logic_types.png
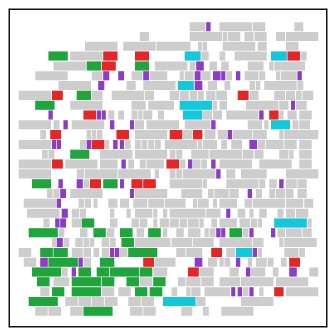
congestion.png
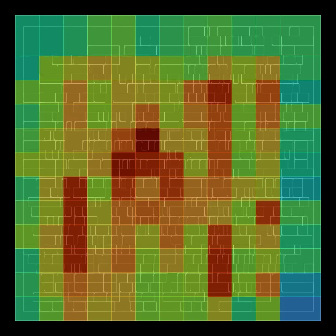
flops_by_reg.png
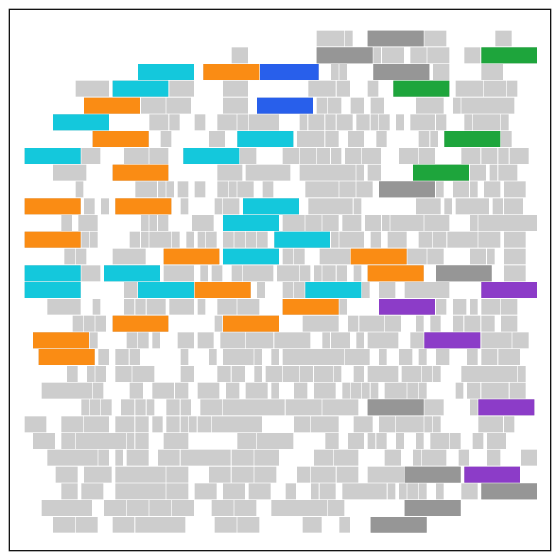
`src/rtl/seq_pattern_tx_pkg.sv`:
```
// Shared definitions for the serial pattern transmitter: FSM states,
// default parameter values and a counter-width helper.
package seq_pattern_tx_pkg;

   typedef enum logic [1:0] {
      ST_IDLE  = 2'd0,
      ST_SHIFT = 2'd1,
      ST_GAP   = 2'd2
   } state_e;

   localparam int   DEF_MAX_LEN    = 16;
   localparam int   DEF_LEN_W      = 5;
   localparam int   DEF_REP_W      = 4;
   localparam int   DEF_GAP_CYCLES = 1;
   localparam logic DEF_IDLE_LEVEL = 1'b0;

   // Gap counter only needs to hold GAP_CYCLES-1; keep at least one bit.
   function automatic int gap_cnt_width(input int gap);
      return (gap > 1) ? $clog2(gap) : 1;
   endfunction

endpackage

```
`src/rtl/seq_down_cnt.sv`:
```
// Loadable down counter with a zero flag; saturates at zero instead of wrapping.
module seq_down_cnt #(
   parameter int W = 4
) (
   input  logic         clk,
   input  logic         reset,
   input  logic         load,
   input  logic [W-1:0] load_val,
   input  logic         dec,
   output logic         zero
);

   logic [W-1:0] cnt_q;
   logic [W-1:0] cnt_d;

   always_comb begin
      cnt_d = cnt_q;
      if (load) begin
         cnt_d = load_val;
      end else if (dec && (cnt_q != '0)) begin
         cnt_d = cnt_q - 1'b1;
      end
   end

   always_ff @(posedge clk or negedge reset) begin
      if (!reset) begin
         cnt_q <= '0;
      end else begin
         cnt_q <= cnt_d;
      end
   end

   assign zero = (cnt_q == '0);

endmodule

```
`src/rtl/seq_pattern_tx.sv`:
```
// Serial bit-pattern transmitter: shifts a captured pattern out MSB-first,
// repeat_n times with optional idle gaps, then pulses done.
module seq_pattern_tx
   import seq_pattern_tx_pkg::*;
#(
   parameter int   MAX_LEN    = DEF_MAX_LEN,
   parameter int   LEN_W      = DEF_LEN_W,
   parameter int   REP_W      = DEF_REP_W,
   parameter int   GAP_CYCLES = DEF_GAP_CYCLES,
   parameter logic IDLE_LEVEL = DEF_IDLE_LEVEL
) (
   input  logic               clk,
   input  logic               reset,
   input  logic               start,
   input  logic               abort,
   input  logic [MAX_LEN-1:0] pattern,
   input  logic [LEN_W-1:0]   len,
   input  logic [REP_W-1:0]   repeat_n,
   output logic               x,
   output logic               x_valid,
   output logic               busy,
   output logic               done
);

   localparam int GAP_W    = gap_cnt_width(GAP_CYCLES);
   localparam int GAP_LOAD = (GAP_CYCLES > 0) ? GAP_CYCLES - 1 : 0;

   state_e             state_q, state_d;
   logic [MAX_LEN-1:0] pat_q, pat_d;
   logic [MAX_LEN-1:0] shift_q, shift_d;
   logic [LEN_W-1:0]   len_q, len_d;
   logic               x_q, x_d;
   logic               x_valid_q, x_valid_d;
   logic               busy_q, busy_d;
   logic               done_q, done_d;

   logic               bit_load, bit_dec, bit_zero;
   logic [LEN_W-1:0]   bit_load_val;
   logic               rep_load, rep_dec, rep_zero;
   logic [REP_W-1:0]   rep_load_val;
   logic               gap_load, gap_dec, gap_zero;

   logic [MAX_LEN-1:0] aligned;
   logic               job_legal;

   // Left-align the pattern so the first bit to send always sits in the MSB.
   assign aligned   = pattern << (LEN_W'(MAX_LEN) - len);
   assign job_legal = (len != '0) && (len <= LEN_W'(MAX_LEN)) && (repeat_n != '0);
   assign rep_load_val = repeat_n - 1'b1;

   always_comb begin
      state_d      = state_q;
      pat_d        = pat_q;
      shift_d      = shift_q;
      len_d        = len_q;
      x_d          = IDLE_LEVEL;
      x_valid_d    = 1'b0;
      busy_d       = 1'b0;
      done_d       = 1'b0;
      bit_load     = 1'b0;
      bit_dec      = 1'b0;
      bit_load_val = len_q - 1'b1;
      rep_load     = 1'b0;
      rep_dec      = 1'b0;
      gap_load     = 1'b0;
      gap_dec      = 1'b0;

      if (abort) begin
         state_d = ST_IDLE;
      end else begin
         case (state_q)
            ST_IDLE: begin
               if (start && job_legal) begin
                  state_d      = ST_SHIFT;
                  pat_d        = aligned;
                  shift_d      = aligned << 1;
                  len_d        = len;
                  x_d          = aligned[MAX_LEN-1];
                  x_valid_d    = 1'b1;
                  busy_d       = 1'b1;
                  bit_load     = 1'b1;
                  bit_load_val = len - 1'b1;
                  rep_load     = 1'b1;
               end
            end
            // Bit counter holds the number of bits still to follow the one on x.
            ST_SHIFT: begin
               if (!bit_zero) begin
                  bit_dec   = 1'b1;
                  x_d       = shift_q[MAX_LEN-1];
                  shift_d   = shift_q << 1;
                  x_valid_d = 1'b1;
                  busy_d    = 1'b1;
               end else if (!rep_zero) begin
                  rep_dec = 1'b1;
                  busy_d  = 1'b1;
                  if (GAP_CYCLES > 0) begin
                     state_d  = ST_GAP;
                     gap_load = 1'b1;
                  end else begin
                     bit_load  = 1'b1;
                     x_d       = pat_q[MAX_LEN-1];
                     shift_d   = pat_q << 1;
                     x_valid_d = 1'b1;
                  end
               end else begin
                  state_d = ST_IDLE;
                  done_d  = 1'b1;
               end
            end
            ST_GAP: begin
               busy_d = 1'b1;
               if (gap_zero) begin
                  state_d   = ST_SHIFT;
                  bit_load  = 1'b1;
                  x_d       = pat_q[MAX_LEN-1];
                  shift_d   = pat_q << 1;
                  x_valid_d = 1'b1;
               end else begin
                  gap_dec = 1'b1;
               end
            end
            default: begin
               state_d = ST_IDLE;
            end
         endcase
      end
   end

   always_ff @(posedge clk or negedge reset) begin
      if (!reset) begin
         state_q   <= ST_IDLE;
         pat_q     <= '0;
         shift_q   <= '0;
         len_q     <= '0;
         x_q       <= IDLE_LEVEL;
         x_valid_q <= 1'b0;
         busy_q    <= 1'b0;
         done_q    <= 1'b0;
      end else begin
         state_q   <= state_d;
         pat_q     <= pat_d;
         shift_q   <= shift_d;
         len_q     <= len_d;
         x_q       <= x_d;
         x_valid_q <= x_valid_d;
         busy_q    <= busy_d;
         done_q    <= done_d;
      end
   end

   seq_down_cnt #(.W(LEN_W)) u_bit_cnt (
      .clk      (clk),
      .reset    (reset),
      .load     (bit_load),
      .load_val (bit_load_val),
      .dec      (bit_dec),
      .zero     (bit_zero)
   );

   seq_down_cnt #(.W(REP_W)) u_rep_cnt (
      .clk      (clk),
      .reset    (reset),
      .load     (rep_load),
      .load_val (rep_load_val),
      .dec      (rep_dec),
      .zero     (rep_zero)
   );

   seq_down_cnt #(.W(GAP_W)) u_gap_cnt (
      .clk      (clk),
      .reset    (reset),
      .load     (gap_load),
      .load_val (GAP_W'(GAP_LOAD)),
      .dec      (gap_dec),
      .zero     (gap_zero)
   );

   assign x       = x_q;
   assign x_valid = x_valid_q;
   assign busy    = busy_q;
   assign done    = done_q;

endmodule

```
`config.mk`:
```
export PLATFORM = sky130hd
export DESIGN_NAME = seq_pattern_tx
export DESIGN_NICKNAME = d
export VERILOG_FILES = /design/src/rtl/seq_pattern_tx_pkg.sv /design/src/rtl/seq_down_cnt.sv /design/src/rtl/seq_pattern_tx.sv
export SDC_FILE = /design/constraint.sdc
export NUM_CORES = 1
export LEC_CHECK = 0
export CAP_MARGIN = 20
export CORE_MARGIN = 2
export CORE_UTILIZATION = 53
export DETAILED_ROUTE_END_ITERATION = 7
export GPL_TIMING_DRIVEN = 0
export PLACE_DENSITY_LB_ADDON = 0.15
export SETUP_SLACK_MARGIN = 0.02
export SKIP_LAST_GASP = 1
export SLEW_MARGIN = 20
export SYNTH_ARGS = -nofsm -noshare
export SYNTH_HDL_FRONTEND = slang
export SYNTH_HIERARCHICAL = 1
export SYNTH_SLANG_ARGS = --single-unit
```
`constraint.sdc`:
```
create_clock -name clk -period 2.2 [get_ports clk]
set_input_delay 0.33 -clock clk [delete_from_list [all_inputs] [get_ports clk]]
set_output_delay 0.33 -clock clk [all_outputs]
set_load 0.05 [all_outputs]
```
==> ci_impl_report.md <==
### Yosys + OpenROAD results

| Metric | Value |
|---|---|
| Synth Warn # | `6` |
| Final Non-Filler Cells | `551` |
| Count of final hold-check violations | `0` |
| Cell leakage power | `1.98 nW` |
| Fmax | `457 MHz` |
| Share of cells above drive strength 1 | `0.281` |
| CP arrival | `2.40 ns` |
| Hold crit path type | `in -> async` |
| Antenna violation net count after detailed routing | `0` |
| Worst slew pin tran | `between 0.6 and 0.7 ns` |
| Rows | `30` |
| Synthesized Nets | `431` |
| Startpoint Class | `flop` |
| Worst r2r dst | `shift_q[14]` |
| Top cells by area | `dfrtp_1 35%, mux4_2 5.5%, nand2_1 4.7%` |
| DP Area | `4180 sq um` |
| Setup_tns | `0 ns` |
| Slowest stage delay, CP | `0.47 ns` |
| Worst setup margin | `0.0117 ns` |
| Status | `completed` |
| Vias in the first global route | `3,288` |
| Tmin final | `between 2 and 2.5 ns` |
| CP endpoint | `shift_q[14]` |
| CP Depth | `11` |
| Internal | `approximately 2.2 mW` |
| CTS tree | `yes` |
| Clock power frac | `0.168` |
| Net Sw Frac | `0.382` |
| Slew HR | `0.551` |
| Ao+oa area frac | `0.216` |
| Worst hold slack | `0.0284 ns` |
| Max-Cap Viols | `0` |
| CP startpoint | `u_bit_cnt/cnt_q[0]` |
| Met2 wire len | `4.89 mm` |
| Die height | `87.6 microns` |
| Max VDD drop | `0.566 mV` |
| WS Path Type | `reg -> reg` |
| Synth-to-Final Area Change | `26.1%` |
Back to the opening pictures, logic_types.png:
| color | family | cells |
|---|---|---|
| red | non-inverting ao/oa cells | 23 |
| cyan | fa/ha/maj cells | 9 |
| green | mux cells | 36 |
| purple | nand cells | 62 |

Back to the opening pictures, congestion.png:
M2 GR Usage: 0.446
GRT Overall Usage: 0.269
GR Util met1: 0.371
final core utilization: 0.687
gr busiest metal: met2

Back to the opening pictures, flops_by_reg.png:
| color | netlist name | flops |
|---|---|---|
| orange | pat_q | 16 |
| cyan | shift_q | 15 |
| purple | u_bit_cnt/cnt_q | 5 |
| blue | state_q | 2 |
| green | u_rep_cnt/cnt_q | 4 |
not colored: 10

## power by group through the flow
stage	combinational, mW	clock, mW	sequential [mW]
final	1.49	0.591	1.45
after detailed placement	1.26	0	1.45
after global placement	1.23	0	1.44
after global routing	1.63	0.648	1.47
after floorplan	0.919	0	1.42
after CTS	1.37	0.608	1.44
## synthesized netlist by cell type, types with 3 or more instances
cell type and count:
a21oi_1 19, mux2i_1 17, o22ai_1 4, nor3_1 10
xnor2_1 3, nand2_1 46, a221o_1 7, or3_1 3
buf_2 8, buf_6 3, a211oi_1 3, or2_2 3
nor2_1 17, o21ai_1 3, and3_1 6, o221a_2 3
a221oi_1 3, nor2b_1 6, o21ai_0 30, inv_1 21
a31oi_1 5, xor2_1 5, mux2_2 9, a22o_1 5
o31ai_1 6, ha_1 9, nand3_1 10, clkbuf_1 10
and2_1 4, buf_4 3, mux4_2 9, nand2b_1 5
dfrtp_1 52
## cell type report
| cell class | instances | area [sq um] |
|---|---|---|
| clock buffers | 5 | 68.8 |
| clock inverters | 3 | 27.5 |
| flip-flops and latches | 52 | 1300 |
| multi-input cells | 294 | 2360 |
| plain buffers | 20 | 154 |
| repair buffers | 57 | 522 |
| fillers | 526 | 2120 |
| inverters | 24 | 114 |
| well taps | 96 | 120 |
## flip-flops by register name, summed over array words and instances, names as in the netlist
name and flops:
done 1, u_bit_cnt/cnt_q 5, u_rep_cnt/cnt_q 4, len_q 5, u_gap_cnt/cnt_q 1, pat_q 16
shift_q 15, state_q 2, x_valid 1, x 1, busy 1
## what timing repair did
| item | CTS | global route |
|---|---|---|
| gates resized | 43 | 24 |
| pin swaps | 8 | 4 |
| buffers inserted | 22 | 5 |
| setup endpoints to repair | 48 | 24 |
| gates cloned | 1 | 0 |
Power figures rest on the tool's default switching activity, not on a simulated workload.
